**config.mk**
```make
export PLATFORM = sky130hd
export DESIGN_NAME = vs_topk_engine
export DESIGN_NICKNAME = d
export VERILOG_FILES = /design/src/rtl/vs_pkg.sv /design/src/rtl/vs_topk_insert.sv /design/src/rtl/vs_topk_engine.sv
export SDC_FILE = /design/constraint.sdc
export NUM_CORES = 2
export LEC_CHECK = 0
export ABC_CLOCK_PERIOD_IN_PS = 9300
export CAP_MARGIN = 40
export CELL_PAD_IN_SITES_DETAIL_PLACEMENT = 1
export CELL_PAD_IN_SITES_GLOBAL_PLACEMENT = 2
export CORE_MARGIN = 5
export CORE_UTILIZATION = 24
export CTS_BUF_LIST = sky130_fd_sc_hd__clkbuf_16
export DETAILED_ROUTE_END_ITERATION = 8
export PLACE_DENSITY = 0.57
export SLEW_MARGIN = 20
export SYNTH_ARGS = -nofsm -noshare
export SYNTH_HDL_FRONTEND = slang
export SYNTH_HIERARCHICAL = 1
export SYNTH_SLANG_ARGS = --single-unit
```
**constraint.sdc**
```tcl
create_clock -name clk_i -period 9.3 [get_ports clk_i]
set_clock_uncertainty 0.2 [all_clocks]
set_input_delay 2.79 -clock clk_i [delete_from_list [all_inputs] [get_ports clk_i]]
set_output_delay 2.79 -clock clk_i [all_outputs]
set_load 0.1 [all_outputs]
```
**src/rtl/vs_pkg.sv**
```systemverilog
// vs_pkg: shared FSM encoding, constants and width helpers for the top-K vector search engine
`ifndef VS_PKG_SV
`define VS_PKG_SV
`define VS_SCORE_FITS(EW, L, Q, SW) ((2 * (EW) + 1 + vs_pkg::vs_clog2((L) * (Q))) <= (SW))
package vs_pkg;
    typedef enum logic [1:0] {S_IDLE, S_SCAN, S_DRAIN, S_DONE} vs_state_e;
    localparam int DRAIN_CYCLES = 3;
    function automatic int vs_clog2(input int v);
        int r;
        r = 0;
        for (int i = 0; i < 31; i++)
            if ((1 << i) < v) r = i + 1;
        return r;
    endfunction
endpackage
`endif

```
**src/rtl/vs_topk_insert.sv**
```systemverilog
// vs_topk_insert: K-entry descending (score,id) list with single-cycle sorted insert and flush
module vs_topk_insert import vs_pkg::*; #(
    parameter int K       = 4,
    parameter int SCORE_W = 32,
    parameter int ID_W    = 10
) (
    input  logic                        clk_i,
    input  logic                        rst_ni,
    input  logic                        flush_i,
    input  logic                        ins_i,
    input  logic signed [SCORE_W-1:0]   score_i,
    input  logic [ID_W-1:0]             id_i,
    input  logic [vs_clog2(K)-1:0]      idx_i,
    output logic signed [SCORE_W-1:0]   score_o,
    output logic [ID_W-1:0]             id_o,
    output logic [vs_clog2(K+1)-1:0]    count_o
);
    localparam int CW = vs_clog2(K + 1);
    logic [K-1:0] v_q, v_d, above, prev;
    logic signed [SCORE_W-1:0] s_q [K];
    logic signed [SCORE_W-1:0] s_d [K];
    logic [ID_W-1:0] i_q [K];
    logic [ID_W-1:0] i_d [K];
    // Valid entries are contiguous and sorted, so "above" is monotone and its first set bit is the slot
    always_comb begin
        v_d = v_q;
        s_d = s_q;
        i_d = i_q;
        above = '0;
        for (int k = 0; k < K; k++)
            above[k] = !v_q[k] || (s_q[k] < score_i);
        prev = above << 1;
        for (int k = 0; k < K; k++) begin
            if (ins_i && above[k] && !prev[k]) begin
                v_d[k] = 1'b1;
                s_d[k] = score_i;
                i_d[k] = id_i;
            end else if (ins_i && prev[k]) begin
                v_d[k] = v_q[(k > 0) ? k - 1 : 0];
                s_d[k] = s_q[(k > 0) ? k - 1 : 0];
                i_d[k] = i_q[(k > 0) ? k - 1 : 0];
            end
        end
        if (flush_i) v_d = '0;
    end
    always_ff @(posedge clk_i or negedge rst_ni) begin
        if (!rst_ni) begin
            v_q <= '0;
            for (int k = 0; k < K; k++) begin
                s_q[k] <= '0;
                i_q[k] <= '0;
            end
        end else begin
            v_q <= v_d;
            s_q <= s_d;
            i_q <= i_d;
        end
    end
    always_comb begin
        count_o = '0;
        for (int k = 0; k < K; k++)
            count_o = count_o + CW'(v_q[k]);
    end
    assign score_o = s_q[idx_i];
    assign id_o    = i_q[idx_i];
endmodule

```
**src/rtl/vs_topk_engine.sv**
```systemverilog
// vs_topk_engine: streams stored vectors from SRAM, dot-products them against a buffered query
// and keeps the K best (score,id) pairs.
module vs_topk_engine import vs_pkg::*; #(
    parameter int LANES   = 4,
    parameter int ELEM_W  = 8,
    parameter int ADDR_W  = 12,
    parameter int QDEPTH  = 64,
    parameter int K       = 4,
    parameter int ID_W    = 10,
    parameter int SCORE_W = 32
) (
    input  logic                          clk_i,
    input  logic                          rst_ni,
    input  logic                          clear_i,
    input  logic                          q_wr_en_i,
    input  logic [vs_clog2(QDEPTH)-1:0]   q_wr_addr_i,
    input  logic [LANES*ELEM_W-1:0]       q_wr_data_i,
    input  logic                          start_i,
    input  logic                          signed_mode_i,
    input  logic [ADDR_W-1:0]             base_addr_i,
    input  logic [ID_W-1:0]               vector_count_i,
    input  logic [vs_clog2(QDEPTH):0]     dim_words_i,
    output logic                          mem_rd_en_o,
    output logic [ADDR_W-1:0]             mem_addr_o,
    input  logic [LANES*ELEM_W-1:0]       mem_rdata_i,
    output logic                          busy_o,
    output logic                          done_o,
    output logic                          err_o,
    output logic [vs_clog2(K+1)-1:0]      res_count_o,
    input  logic [vs_clog2(K)-1:0]        res_idx_i,
    output logic signed [SCORE_W-1:0]     res_score_o,
    output logic [ID_W-1:0]               res_id_o
);
    localparam int WORD_W = LANES * ELEM_W;
    localparam int QA_W   = vs_clog2(QDEPTH);
    localparam int DW_W   = QA_W + 1;
    if (!(`VS_SCORE_FITS(ELEM_W, LANES, QDEPTH, SCORE_W))) begin : g_score_w_chk
        $error("SCORE_W too narrow for worst-case dot product");
    end
    vs_state_e state_q, state_d;
    logic start_acc, bad_dim, w_last, id_last, rd;
    logic sgn_q, err_q;
    logic [ADDR_W-1:0] addr_q;
    logic [DW_W-1:0] dim_q, w_q;
    logic [ID_W-1:0] vc_q, id_q;
    logic [1:0] dcnt_q;
    logic p0_vld_q, p0_first_q, p0_last_q;
    logic [ID_W-1:0] p0_id_q;
    logic [QA_W-1:0] p0_w_q;
    logic p1_vld_q, p1_first_q, p1_last_q;
    logic [ID_W-1:0] p1_id_q;
    logic signed [SCORE_W-1:0] lsum_q, lsum_d, acc_q;
    logic ins_q;
    logic [ID_W-1:0] p2_id_q;
    logic [WORD_W-1:0] qmem_q [QDEPTH];
    logic [WORD_W-1:0] qword;
    logic signed [ELEM_W:0] a, b;
    logic signed [2*ELEM_W+1:0] p;
    assign bad_dim = (dim_words_i == '0) || (dim_words_i > DW_W'(QDEPTH));
    assign w_last  = w_q == dim_q - DW_W'(1);
    assign id_last = id_q == vc_q - ID_W'(1);
    assign rd      = state_q == S_SCAN;
    always_comb begin
        state_d = state_q;
        start_acc = 1'b0;
        case (state_q)
            S_IDLE: if (start_i) begin
                start_acc = 1'b1;
                state_d = (bad_dim || vector_count_i == '0) ? S_DONE : S_SCAN;
            end
            S_SCAN:  state_d = (w_last && id_last) ? S_DRAIN : S_SCAN;
            S_DRAIN: state_d = (dcnt_q == 2'(DRAIN_CYCLES - 1)) ? S_DONE : S_DRAIN;
            default: state_d = S_IDLE;
        endcase
        if (clear_i) begin
            state_d = S_IDLE;
            start_acc = 1'b0;
        end
    end
    always_ff @(posedge clk_i or negedge rst_ni) begin
        if (!rst_ni) state_q <= S_IDLE;
        else state_q <= state_d;
    end
    // Query buffer is write-only while idle so a running search sees a frozen query
    always_ff @(posedge clk_i) begin
        if (q_wr_en_i && state_q == S_IDLE) qmem_q[q_wr_addr_i] <= q_wr_data_i;
    end
    assign qword = qmem_q[p0_w_q];
    always_comb begin
        lsum_d = '0;
        a = '0;
        b = '0;
        p = '0;
        for (int l = 0; l < LANES; l++) begin
            a = {sgn_q & mem_rdata_i[l*ELEM_W+ELEM_W-1], mem_rdata_i[l*ELEM_W +: ELEM_W]};
            b = {sgn_q & qword[l*ELEM_W+ELEM_W-1], qword[l*ELEM_W +: ELEM_W]};
            p = a * b;
            lsum_d = lsum_d + SCORE_W'(p);
        end
    end
    always_ff @(posedge clk_i or negedge rst_ni) begin
        if (!rst_ni) begin
            sgn_q <= 1'b0;
            err_q <= 1'b0;
            addr_q <= '0;
            dim_q <= '0;
            w_q <= '0;
            vc_q <= '0;
            id_q <= '0;
            dcnt_q <= '0;
            p0_vld_q <= 1'b0;
            p0_first_q <= 1'b0;
            p0_last_q <= 1'b0;
            p0_id_q <= '0;
            p0_w_q <= '0;
            p1_vld_q <= 1'b0;
            p1_first_q <= 1'b0;
            p1_last_q <= 1'b0;
            p1_id_q <= '0;
            lsum_q <= '0;
            acc_q <= '0;
            ins_q <= 1'b0;
            p2_id_q <= '0;
        end else begin
            p0_vld_q <= rd && !clear_i;
            p0_first_q <= w_q == '0;
            p0_last_q <= w_last;
            p0_id_q <= id_q;
            p0_w_q <= w_q[QA_W-1:0];
            p1_vld_q <= p0_vld_q && !clear_i;
            p1_first_q <= p0_first_q;
            p1_last_q <= p0_last_q;
            p1_id_q <= p0_id_q;
            lsum_q <= lsum_d;
            ins_q <= p1_vld_q && p1_last_q && !clear_i;
            p2_id_q <= p1_id_q;
            if (p1_vld_q) acc_q <= p1_first_q ? lsum_q : acc_q + lsum_q;
            dcnt_q <= (state_q == S_DRAIN) ? dcnt_q + 2'd1 : 2'd0;
            if (start_acc) begin
                sgn_q <= signed_mode_i;
                err_q <= bad_dim;
                addr_q <= base_addr_i;
                dim_q <= dim_words_i;
                vc_q <= vector_count_i;
                w_q <= '0;
                id_q <= '0;
            end else if (rd) begin
                addr_q <= addr_q + ADDR_W'(1);
                w_q <= w_last ? '0 : w_q + DW_W'(1);
                id_q <= w_last ? id_q + ID_W'(1) : id_q;
            end
        end
    end
    vs_topk_insert #(.K(K), .SCORE_W(SCORE_W), .ID_W(ID_W)) u_list (
        .clk_i   (clk_i),
        .rst_ni  (rst_ni),
        .flush_i (clear_i || start_acc),
        .ins_i   (ins_q),
        .score_i (acc_q),
        .id_i    (p2_id_q),
        .idx_i   (res_idx_i),
        .score_o (res_score_o),
        .id_o    (res_id_o),
        .count_o (res_count_o)
    );
    assign mem_rd_en_o = rd;
    assign mem_addr_o  = addr_q;
    assign busy_o      = state_q != S_IDLE;
    assign done_o      = state_q == S_DONE;
    assign err_o       = err_q;
endmodule
```
==> run summary <==
Seq share, synth = 62.5%
fin crit period = 9380 ps
initial antenna violation count = 41
endpoint class of the critical path = flip-flop
Syn Area/Cell = 17.4 um^2
hpwl dp = 243,000 um
CP most frequent cell = fa_1
# hold bufs at CTS = 0
Area growth, synth to finish = 23.0%
Max clock buf depth = 4
vias per inst = 4.58
Final Max Slew Viols = 0
Final setup viols = 2
Max-area cell share = 55.3%
worst hold path class = flip-flop to flip-flop
CP endpoint = lsum_q[20]$_DFF_PN0_
proportion of layout cells with a drive suffix above 1 = 28.2%
FP Rows = 250
Main synth FF type = edfxtp_1
core area = 463,000 um^2
Placer Congestion = 0.796
synthesized instance count = 6,378
Setup crit start kind = flip-flop
fp util = 24.0%
Distinct lib cells used = 81
via count = 62,000
yosys stat cell total = 6,378
Total GRT Usage = 14.9%
biggest area cells = edfxtp_1 55%, mux4_2 14%, fa_1 7.3%
Worst R2R Path Depth = 30
H-tree levels = 5
# DRC = 0
CP delay by family, top = adder cells
Worst-Skew Late Latency = 910 ps
FMAX = 107 MHz
setup ws final = -81.9 ps
yosys stat area = 111,000 um^2
Setup crit start = p0_w_q[0]$_DFF_PN0_
Util after Layout = 29.5%
Tightest Pin Transition = 952 ps
CP Data Arrival Time = 10,010 ps
Final Hold Vio Count = 0
root buf cell = clkbuf_16
Crit Path Category = flip-flop to flip-flop
# placed instances = 13,000
Clock Pin Slew Worst Setup and Hold Paths = 60 ps
Crit Reg-Reg Startpoint = p0_w_q[0]$_DFF_PN0_
Wirelength per Cell = 26.8 um
CP required = 9930 ps
most instantiated logic cells after routing = 2,048 x edfxtp_1, 703 x mux4_2, 599 x inv_1, 437 x buf_4, 383 x fa_1
Commonest Layout Cell = edfxtp_1
ys async rst share = 13.5%
reg2reg end = lsum_q[20]$_DFF_PN0_
Non-Filler Instances = 13,500
crit-path max FO = 6
nets@finish = 7,937
reg-to-reg slack, setup = -80 ps
count of library flops with an enable pin = 2,048
status = finished with violations
DR iter-0 viols = 4,839
largest net degree at the start of global routing = 155
Die Y = 690 um
path length in cells of the critical path = 30
TritonRoute pass-1 iters = 5
placed inst area = 126,000 um^2
antenna-violating nets left = 0
Synth warnings = 6
IO Count = 168
syn_nets = 7,156
global-route wire length before repair = 519,000 um
tool warnings = 37
Yosys reg bits = 2,368
Total Wirelength = 363,000 um
setup TNS = -134 ps
failing checks = setup timing
Synth area leader = edfxtp_1
Slowest-stage cell, CP = mux4_2
DIE AREA = 477,000 um^2
CTS buffer count = 277
number of global-route vias before repair = 67,900
period utilization = 101%
buffer and inverter count on the worst path = 8
PortBufs = 167
Sinks on Clock Net = 2,368
CTS tree = built
RSZ-0062 raised after global routing = true
total congestion overflow = 0
Chip Width = 690 um
Max Cap Viol = 0
Synth Cell Area = 111,000 um^2
post-route cell area = 137,000 um^2
relative slew slack = 36.5%
max incr delay on CP = 680 ps
[layer usage]
metal	routed length, um	GRT usage [%]	up-vias
met5	61	0	-
met4	6980	2.98	10
met3	14400	1.79	405
met2	186000	26.3	1416
met1	156000	19.6	34100
li1	-	-	26100
[timing repair]
action                                 in CTS  in global routing
endpoints found under the hold margin       0                  0
pin swaps                                  35                 48
buffers inserted                           36                 47
setup endpoints to repair                  10                  9
cloned                                      4                  5
resized                                    89                 93
[cells in the mapped netlist (60+ instances only)]
master and count:
nor2_1 187, edfxtp_1 2048, o21ai_0 60, mux4_2 703
nand4_1 75, buf_2 67, dfrtp_1 320, nor2b_1 141
ha_1 264, clkbuf_1 172, nand2_1 322, nand3_1 119
mux2_2 64, fa_1 407, and2_1 109, inv_1 546
a21oi_1 109
[how the worst min path moves through the flow]
stage / start / end / slack (ps) / cells after the start
6_report: p0_id_q[6]$_DFF_PN0_ / p1_id_q[6]$_DFF_PN0_ / 140 / 0
2_1_floorplan: p0_first_q$_DFF_PN0_ / p1_first_q$_DFF_PN0_ / 130 / 0
3_5_place_dp: p1_id_q[1]$_DFF_PN0_ / p2_id_q[1]$_DFF_PN0_ / 140 / 0
5_1_grt: p1_id_q[7]$_DFF_PN0_ / p2_id_q[7]$_DFF_PN0_ / 160 / 0
3_3_place_gp: p0_id_q[9]$_DFF_PN0_ / p1_id_q[9]$_DFF_PN0_ / 130 / 0
4_1_cts: p0_id_q[6]$_DFF_PN0_ / p1_id_q[6]$_DFF_PN0_ / 140 / 0
[registers in the layout, summed over array words and instances (netlist names), 7 cells and up]
signal,cells
p0_id_q,10
w_q,7
vc_q,10
p1_id_q,10
dim_q,7
mem_addr_o,12
lsum_q,21
u_list/s_q,128
p2_id_q,10
qmem_q,2048
id_q,10
u_list/i_q,40
acc_q,32
[kinds of logic (layout without fill, tap and decap cells)]
| family | count (synthesis) | after routing | share of synthesized area [%] |
|---|---|---|---|
| flip-flops | 2368 | 2368 | 62.5 |
| AND/OR/NAND/NOR | 1081 | 1081 | 4.83 |
| buffers and inverters | 862 | 1853 | 3.15 |
| multiplexers | 801 | 801 | 15.2 |
| adder cells (fa/ha/maj) | 671 | 671 | 10.3 |
| AND-OR/OR-AND | 495 | 495 | 3.18 |
| XOR/XNOR | 100 | 100 | 0.788 |
| other | 0 | 4 | 0 |
[final cells by class]
type / instances / area [um^2]
sequential: 2368 / 69500
timing repair buffer: 816 / 9540
tap: 6174 / 7720
inverter: 548 / 2060
fill: 47900 / 326000
multi-input combinational: 3148 / 39200
antenna: 4 / 10.0
clock inverter: 208 / 1580
clock buffer: 281 / 7030
[metrics by stage]
stage	hold WS [ps]	setup slack [ps]
after global routing	157	-265
after global placement	132	-1220
after detailed placement	139	-1170
after CTS	143	-116
final	142	-81.9
after floorplan	131	5.83
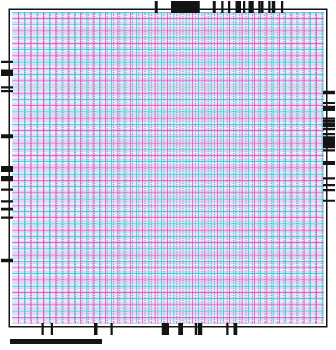
*PDN straps and rails*
The bar under the picture is 200 um long. Pins as bars on the die edge. Tap cells in grey.
[cyan] VDD
[magenta] VSS
tap cells: 6,174
rows: 250
signal pins: 168

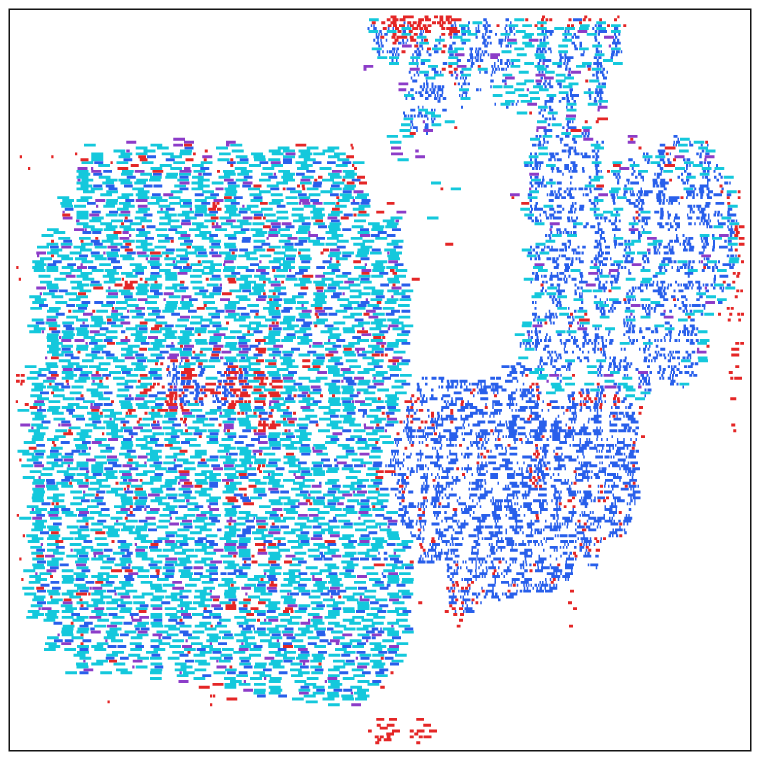
*Placed cells, one colour a class*
[red] other buffers and delay cells | cells: 816
[cyan] flops | cells: 2,368
[blue] all other logic | cells: 3,696
[purple] clock drivers and dummy loads | cells: 489

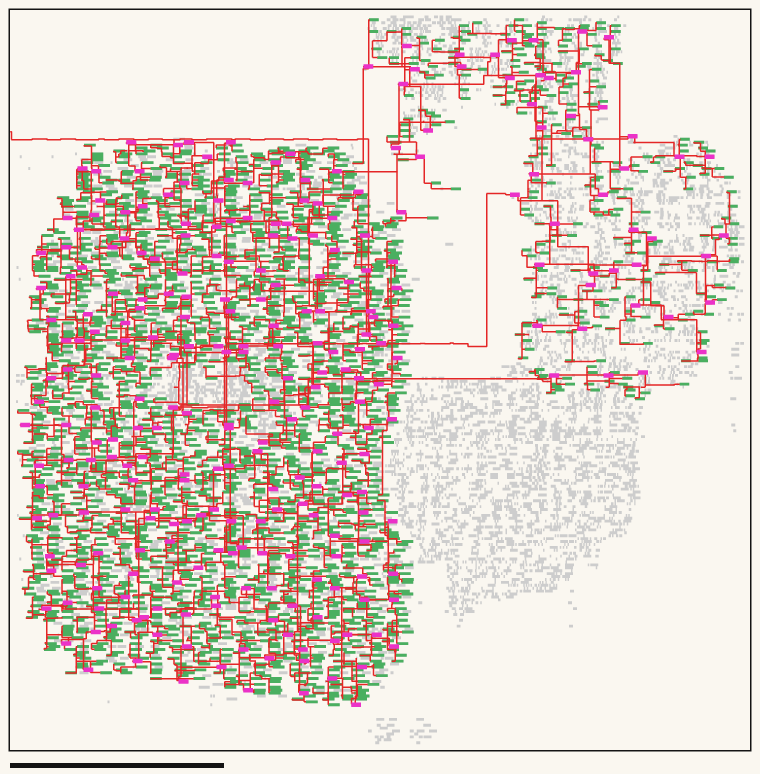
*Routed clock nets over the placement*
The bar under the picture is 200 um long.
[magenta] cells driving clock nets | count: 277
[green] flip-flops | count: 2,368
[red] clock wires | length: 32.7 mm
flops lie: spread over the die
routed clock nets: 278

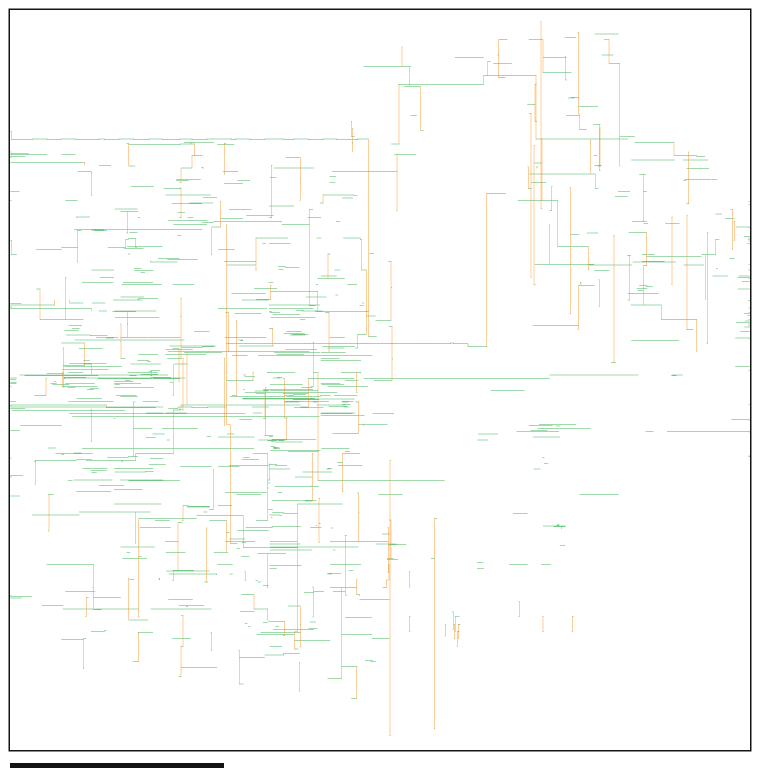
*Metal layers overlaid*
The bar under the picture is 200 um long. Two of the layers only.
[green] met3 | wire length: 14,400 um
[orange] met4 | wire length: 6,980 um

